### Gate-type map, run 1

Drawn at 4 px/um.
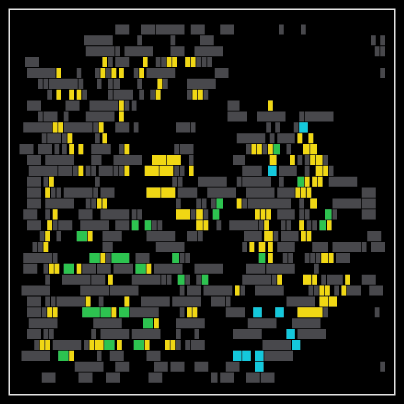
### Wiring by layer, run 1

Drawn at 4 px/um. Only two layers are drawn.
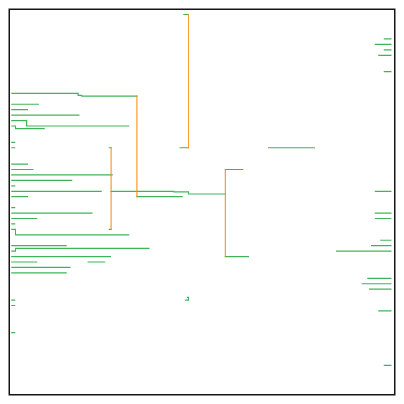
### Routing congestion map, run 1

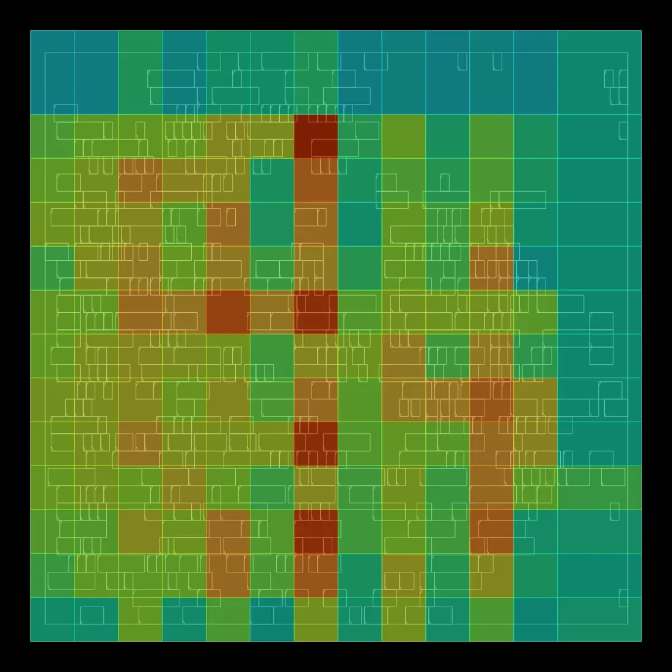
==> config.mk <==
export PLATFORM = sky130hd
export DESIGN_NAME = mapper_bank_ctrl
export DESIGN_NICKNAME = d
export VERILOG_FILES = /design/src/rtl/mapper_bank_ctrl.sv
export SDC_FILE = /design/constraint.sdc
export NUM_CORES = 1
export LEC_CHECK = 0
export ABC_AREA = 1
export CAP_MARGIN = 25
export CORE_MARGIN = 2
export CORE_UTILIZATION = 34
export CTS_CLUSTER_DIAMETER = 150
export DETAILED_ROUTE_END_ITERATION = 12
export SETUP_SLACK_MARGIN = 0.4
export SLEW_MARGIN = 20
export SYNTH_ARGS = -nofsm -noshare
export SYNTH_HDL_FRONTEND = slang
export SYNTH_SLANG_ARGS = --single-unit
==> constraint.sdc <==
create_clock -name clk -period 3.48 [get_ports clk]
set_input_delay 0.696 -clock clk [delete_from_list [all_inputs] [get_ports clk]]
set_output_delay 0.696 -clock clk [all_outputs]
set_load 0.01 [all_outputs]
==> results.yml, run 1 <==
# implementation run metrics
status:
  status: "finished, final reports clean"
cells_and_area:
  mostFrequentLayoutCells: "nand2_1, nor2_1, clkdlybuf4s50_1"
  seq_area_um2: 1260
  design_area_um2: 3700
  logic_area_um2: 1260
  syn2layout_area_growth_pct: 28.7
  num-fill-cells: 844
  largest_register_ffs: 42
  num_antenna_cells: 0
  nets: 486
  layout-drive-gt1-share: 0.0909
final_timing:
  worst_slack_ns: 1.44
  tightest_slew_ns: 0.545
  slew_violations: 0
  fin_crit_ns: 2.04
  max_freq_mhz: 489
  setup_viol: 0
  holdWs_ns: 0.411
  hold_viol: 0
  timing.slew.headroom: 0.637
  clock_skew_ns: 0.0130
  post-route-period-util: 0.587
  rsz0062_at_grt: "false"
  setup_tns_ns: 0
clock_tree:
  cts_tree: "built"
  cts.htree.levels: 3
  cts-root-buf: "clkbuf_8"
  ctsHoldBuffers: 0
  cts_sinks: 63
  cts_setup_buffers: 0
  cts_max_path_buffers: 2
  clk_pin_slew_worst_paths_ns: 0.08
  numCtsBuffers: 9
  insertion_delay_ns: 0.34
  postCtsResizedCells: 0
worst_setup_path:
  crit_fanout: 12
  reg2regPathDepth: 7
  cp_data_arrival_time_ns: 2.25
  startpoint_type: "input port"
  crit_type: "in2reg"
  cp_slowest_stage_delay_ns: 0.50
  crit_required_ns: 3.68
  worstPathCellList: "clkdlybuf4s50_1 -> nand2_2 -> nor2_4 -> nand3_4 -> nor2_8 -> nand3_2 -> nand2_1 -> o211ai_2"
  r2r_slack_ns: 1.83
  worst_setup_path_end_kind: "flop"
  critPathSlowestCell: "clkdlybuf4s50_1"
global_routing:
  grt_pass1_vias: 2405
  grt_max_degree: 29
  grt_pass1_wl_um: 10900
  gr-total-overflow: 0
  antenna_found_initial: 0
yosys:
  synthCells: 393
  ys_chip_area_um2: 2880
  ys_seq_share: 0.438
  synth_flops: 63
  syn_area_per_cell_um2: 7.32
  yosysUniqueCellTypes: 22
  syn-cell-area_um2: 2880
  yosys_warnings: 0
  ys_cells: 393
power:
  p_total_w: 0.00169
  power.leakage_nw: 1.82
  power_density_nw_per_um2: 456
  peakVddDrop_mv: 0.188
run:
  drv_cap: 0
  openroad.warnings: 33
hold_path:
  hp-class: "reg2reg"
  whs_path_depth: 2
drt:
  viasPerCell: 4.29
  vias: 2435
  drtIter0Drc: 80
  route.detailed.drc: 0
  drtPass1Iterations: 4
  antenna_left: 0
die:
  die_h_um: 96.0
  die_area_um2: 9210
  ios: 77
  fp-utilization: 0.350
  fp-row-count: 33
  core_area_um2: 8220
  dieWidth_um: 96.0
place:
  place_congestion: 0.794
  dp_slack_ns: 1.07
  place_hpwl_um: 4680
  place_area_um2: 3510
  port-buffer-count: 65
Back to the opening pictures, 'Gate-type map':
nand cells: shown in yellow, cells 121. and/or cells: shown in cyan, cells 10. aoi and oai cells: shown in green, cells 24.
Top cell excl fill/tap: nand2_1
Comb/total area: 0.341

Back to the opening pictures, 'Wiring by layer':
metal 4: shown in orange, wire length 101 um. metal 3: shown in green, wire length 482 um.
Total GRT Usage: 0.155
final WL: 6540 um
average routed wire per standard cell: 11.5 um

Back to the opening pictures, 'Routing congestion map':
final core utilization: 0.450
met3 GRT Util: 0.0595
GR Util met2: 0.253
most used routing layer: met2
GRT met1 Usage: 0.182

==> run 1: layer usage <==
layer  GRT usage  share of wire  vias to the layer above
met2       0.253           0.45                       59
met1       0.182           0.46                     1073
met5           0              0                        -
met3      0.0595          0.074                       10
li1            -              -                     1293
met4      0.0619          0.015                        0
==> run 1: logic make-up after synthesis <==
group / synth area share
flops: 0.438
fa+ha+maj: 0.0304
simple gates: 0.341
buf+inv: 0.134
other cells: 0.00130
compound gates: 0.0557
==> run 1: worst max-delay path: cells and delay by family <==
| family | cells | cell delay [ns] |
|---|---|---|
| and+or+nand+nor | 6 | 0.97 |
| buffers and inverters | 1 | 0.50 |
| AOI/OAI and AO/OA | 1 | 0.08 |
==> run 1: area by class of cell <==
cell class,instances,share of cell area
clock buffer,10,0.0345
clock inverter,6,0.0183
inverter,53,0.0538
multi-input combinational,264,0.341
sequential,63,0.341
tap,105,0.0355
timing repair buffer,66,0.176
==> run 1: report_power, final <==
part	leakage, nW	total [W]	internal, W	switching (W)
registers	0.511	0.000774	0.000750	0.0000244
clock network	0.0933	0.000633	0.000335	0.000298
logic	1.21	0.000281	0.000103	0.000178
total	1.82	0.00169	0.00119	0.000501
==> run 1: synthesized netlist by cell type <==
master,count,share of area
o21ai_0,8,0.014
nand2_2,2,0.0043
clkbuf_1,2,0.0026
nor2_1,90,0.12
ha_1,7,0.030
nand4_1,3,0.0065
or2_2,10,0.022
conb_1,1,0.0013
o211ai_2,2,0.0087
nand3_4,1,0.0061
dfxtp_1,63,0.44
a21oi_1,4,0.0070
buf_4,11,0.029
nor2_8,1,0.0070
nand3_1,10,0.017
o211ai_1,10,0.026
inv_1,53,0.069
clkbuf_8,2,0.0096
buf_6,6,0.023
nand3_2,7,0.024
nand2_1,98,0.13
nor2_4,2,0.0078
==> run 1: through the flow <==
step / instances / util
CTS: 567 / 0.450
detailed placement: 551 / 0.427
global route: 567 / 0.450
global placement: 551 / 0.427
floorplan: 401 / -
finish: 567 / 0.450
==> run 2, diff against run 1 <==
- clock period: 3.48 -> 2.1 ns (I/O delays scaled with it)
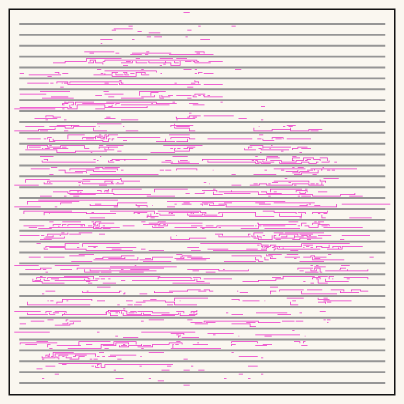
*The metal 1 layer, run 2*
Drawn at 4 px/um. Supply wires on this layer in gray.
The wires run mostly horizontal. The layer holds 45% of the routed length. The longest straight run is 29.4 um.
GRT met1 Usage: 0.183
final WL: 6960 um

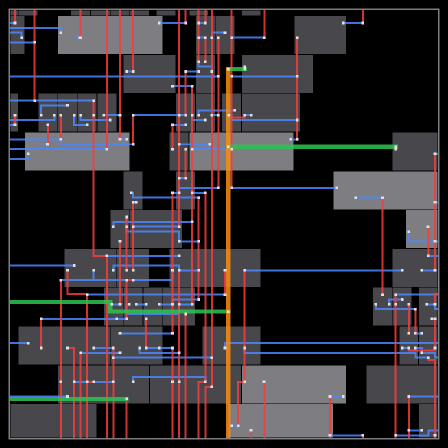
*Layout detail, run 2*
Region (33, 52) to (63, 82) um. Cells in gray, sequential cells in the stronger gray; small squares are vias.
metal 1: shown in blue. metal 2: shown in red. metal 4: shown in orange. metal 3: shown in green.
Most frequent: nor2_1 (8), nand2_1 (8). Sequential cells in the window: 6. 47 logic cells have their middle in the window.

==> results.yml, run 2 <==
# implementation run metrics
die:
  ios: 77
  core_area_um2: 8220
  die_area_um2: 9210
  fp-row-count: 33
  die_h_um: 96.0
  fp-utilization: 0.350
  dieWidth_um: 96.0
drt:
  drtPass1Iterations: 4
  drtIter0Drc: 59
  route.detailed.drc: 0
  antenna_left: 0
  viasPerCell: 4.38
yosys:
  edf_count: 0
  yosysUniqueCellTypes: 22
  syn_area_per_cell_um2: 7.32
  synthFlopType: "dfxtp_1"
  synthTopCellsByCount: "nand2_1, nor2_1, dfxtp_1"
  synthCells: 393
  synth_flops: 63
  area_leaders: "dfxtp_1, nand2_1, nor2_1, inv_1, ha_1"
  yosysTopAreaCellShare: 0.438
  ys_chip_area_um2: 2880
  ys_cells: 393
  synth_top_cell_by_count: "nand2_1"
  syn-cell-area_um2: 2880
  yosys_warnings: 0
  ys_seq_share: 0.438
  async_flop_share: 0
  top_area_cell: "dfxtp_1"
cells_and_area:
  nets: 497
  final_core_util: 0.480
  layout-drive-gt1-share: 0.140
  logic_area_um2: 1360
  syn2layout_area_growth_pct: 37.2
  fin_cells: 578
  seq_area_um2: 1260
  layout_top_cell: "nand2_1"
  mostFrequentLayoutCells: "nand2_1, nor2_1, dfxtp_1"
  num_antenna_cells: 0
  num-fill-cells: 848
  largest_register_ffs: 42
worst_setup_path:
  worst_setup_path_end_kind: "primary output"
  reg2regPathDepth: 8
  crit_type: "reg2out"
  crit_required_ns: 1.68
  r2r_slack_ns: 0.49
  cp_top_family: "buffers and inverters"
  startpoint_type: "flop"
  cp_data_arrival_time_ns: 1.24
  cp_slowest_stage_delay_ns: 0.55
  critPathSlowestCell: "clkdlybuf4s50_1"
  critical_path_buf_inv_count: 1
  crit_fanout: 2
  worstPathCellList: "clkdlybuf4s50_1"
  path_depth: 1
power:
  power_density_nw_per_um2: 764
  p_sw_frac: 0.290
  switchingPower_w: 0.000875
  p_clk_frac: 0.405
  peakVddDrop_mv: 0.282
  power.leakage_nw: 2.05
  cellInternalPower_w: 0.00214
  pwr-share-comb: 0.169
  p_seq_frac: 0.427
final_timing:
  rsz0062_at_grt: "true"
  max_freq_mhz: 602
  clock_skew_ns: 0.00959
  post-route-period-util: 0.791
  fin_crit_ns: 1.66
  slew_violations: 0
  worst_slack_ns: 0.439
  setup_viol: 0
  hold_viol: 0
global_routing:
  antenna_found_initial: 0
  grt_pass1_vias: 2368
  gr-total-overflow: 0
  grt_max_degree: 30
  grt_pass1_wl_um: 10800
clock_tree:
  cts.htree.levels: 3
  cts_max_path_buffers: 2
  clk_pin_slew_worst_paths_ns: 0.07
  cts_sinks: 63
  cts_tree: "built"
  cts-root-buf: "clkbuf_8"
  numCtsBuffers: 9
  insertion_delay_ns: 0.34
hold_path:
  hp-class: "in2reg"
  whs_path_depth: 3
status:
  status: "finished, final reports clean"
run:
  openroad.warnings: 35
  drv_cap: 0
place:
  place_inst: 556
  place_hpwl_um: 4670
  dp_slack_ns: -0.00535
  place_congestion: 0.827
  port-buffer-count: 65
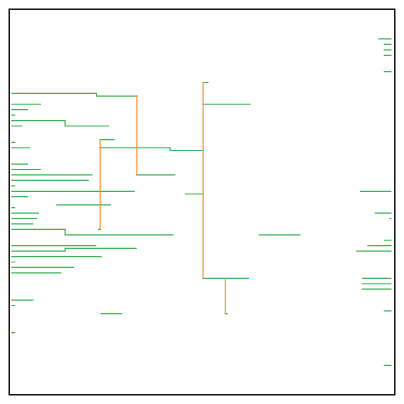
*Wiring by layer, run 2*
Drawn at 4 px/um. Only two layers are drawn.
metal 4: shown in orange, wire length 100 um. metal 3: shown in green, wire length 491 um.
vias: 2534
average routed wire per standard cell: 12.0 um
Total GRT Usage: 0.153

[run 2: layer usage]
layer / wire length [um] / GRT usage / up-vias
met2: 3200 / 0.245 / 58
met4: 99 / 0.0643 / 0
met1: 3160 / 0.183 / 1142
li1: - / - / 1322
met3: 490 / 0.0587 / 12
met5: 0 / 0 / -
[run 2: power by group through the flow]
stage | clock [W] | combinational [W] | sequential, W
floorplan | 0 | 0.000359 | 0.00130
global placement | 0 | 0.000458 | 0.00131
detailed placement | 0 | 0.000466 | 0.00131
global route | 0.00130 | 0.000581 | 0.00129
finish | 0.00122 | 0.000508 | 0.00129
CTS | 0.00125 | 0.000468 | 0.00128
[run 2: final cells by class]
class,count,area share
Clock buffer,10,0.0349
Clock inverter,6,0.0235
Inverter,53,0.0513
Multi-Input combinational cell,267,0.345
Sequential cell,63,0.319
Tap cell,105,0.0333
Timing Repair Buffer,74,0.192
[run 2: per-stage QoR]
| step | total power, W | instance area, um^2 | hold WS, ns | setup TNS [ns] |
|---|---|---|---|---|
| floorplan | 0.00166 | 2910 | 0.390 | 0 |
| global placement | 0.00177 | 3540 | 0.394 | 0 |
| detailed placement | 0.00178 | 3540 | 0.398 | -0.00535 |
| CTS | 0.00300 | 3770 | 0.404 | 0 |
| global route | 0.00317 | 3950 | 0.425 | 0 |
| finish | 0.00301 | 3950 | 0.408 | 0 |
[run 2: cells by family after synthesis]
logic type,count (synthesis),synth area share
fa+ha+maj,7,0.0304
buf+inv,74,0.134
flops,63,0.438
simple gates,224,0.341
other cells,1,0.00130
compound gates,24,0.0557
[run 2: repair_timing]
action	CTS	global route
buffers inserted	0	3
gates cloned	0	3
setup endpoints to repair	21	56
hold buffers	0	0
resized	0	36
hold endpoints to repair	0	0
pin swaps	0	6
Power figures rest on the tool's default switching activity, not on a simulated workload.
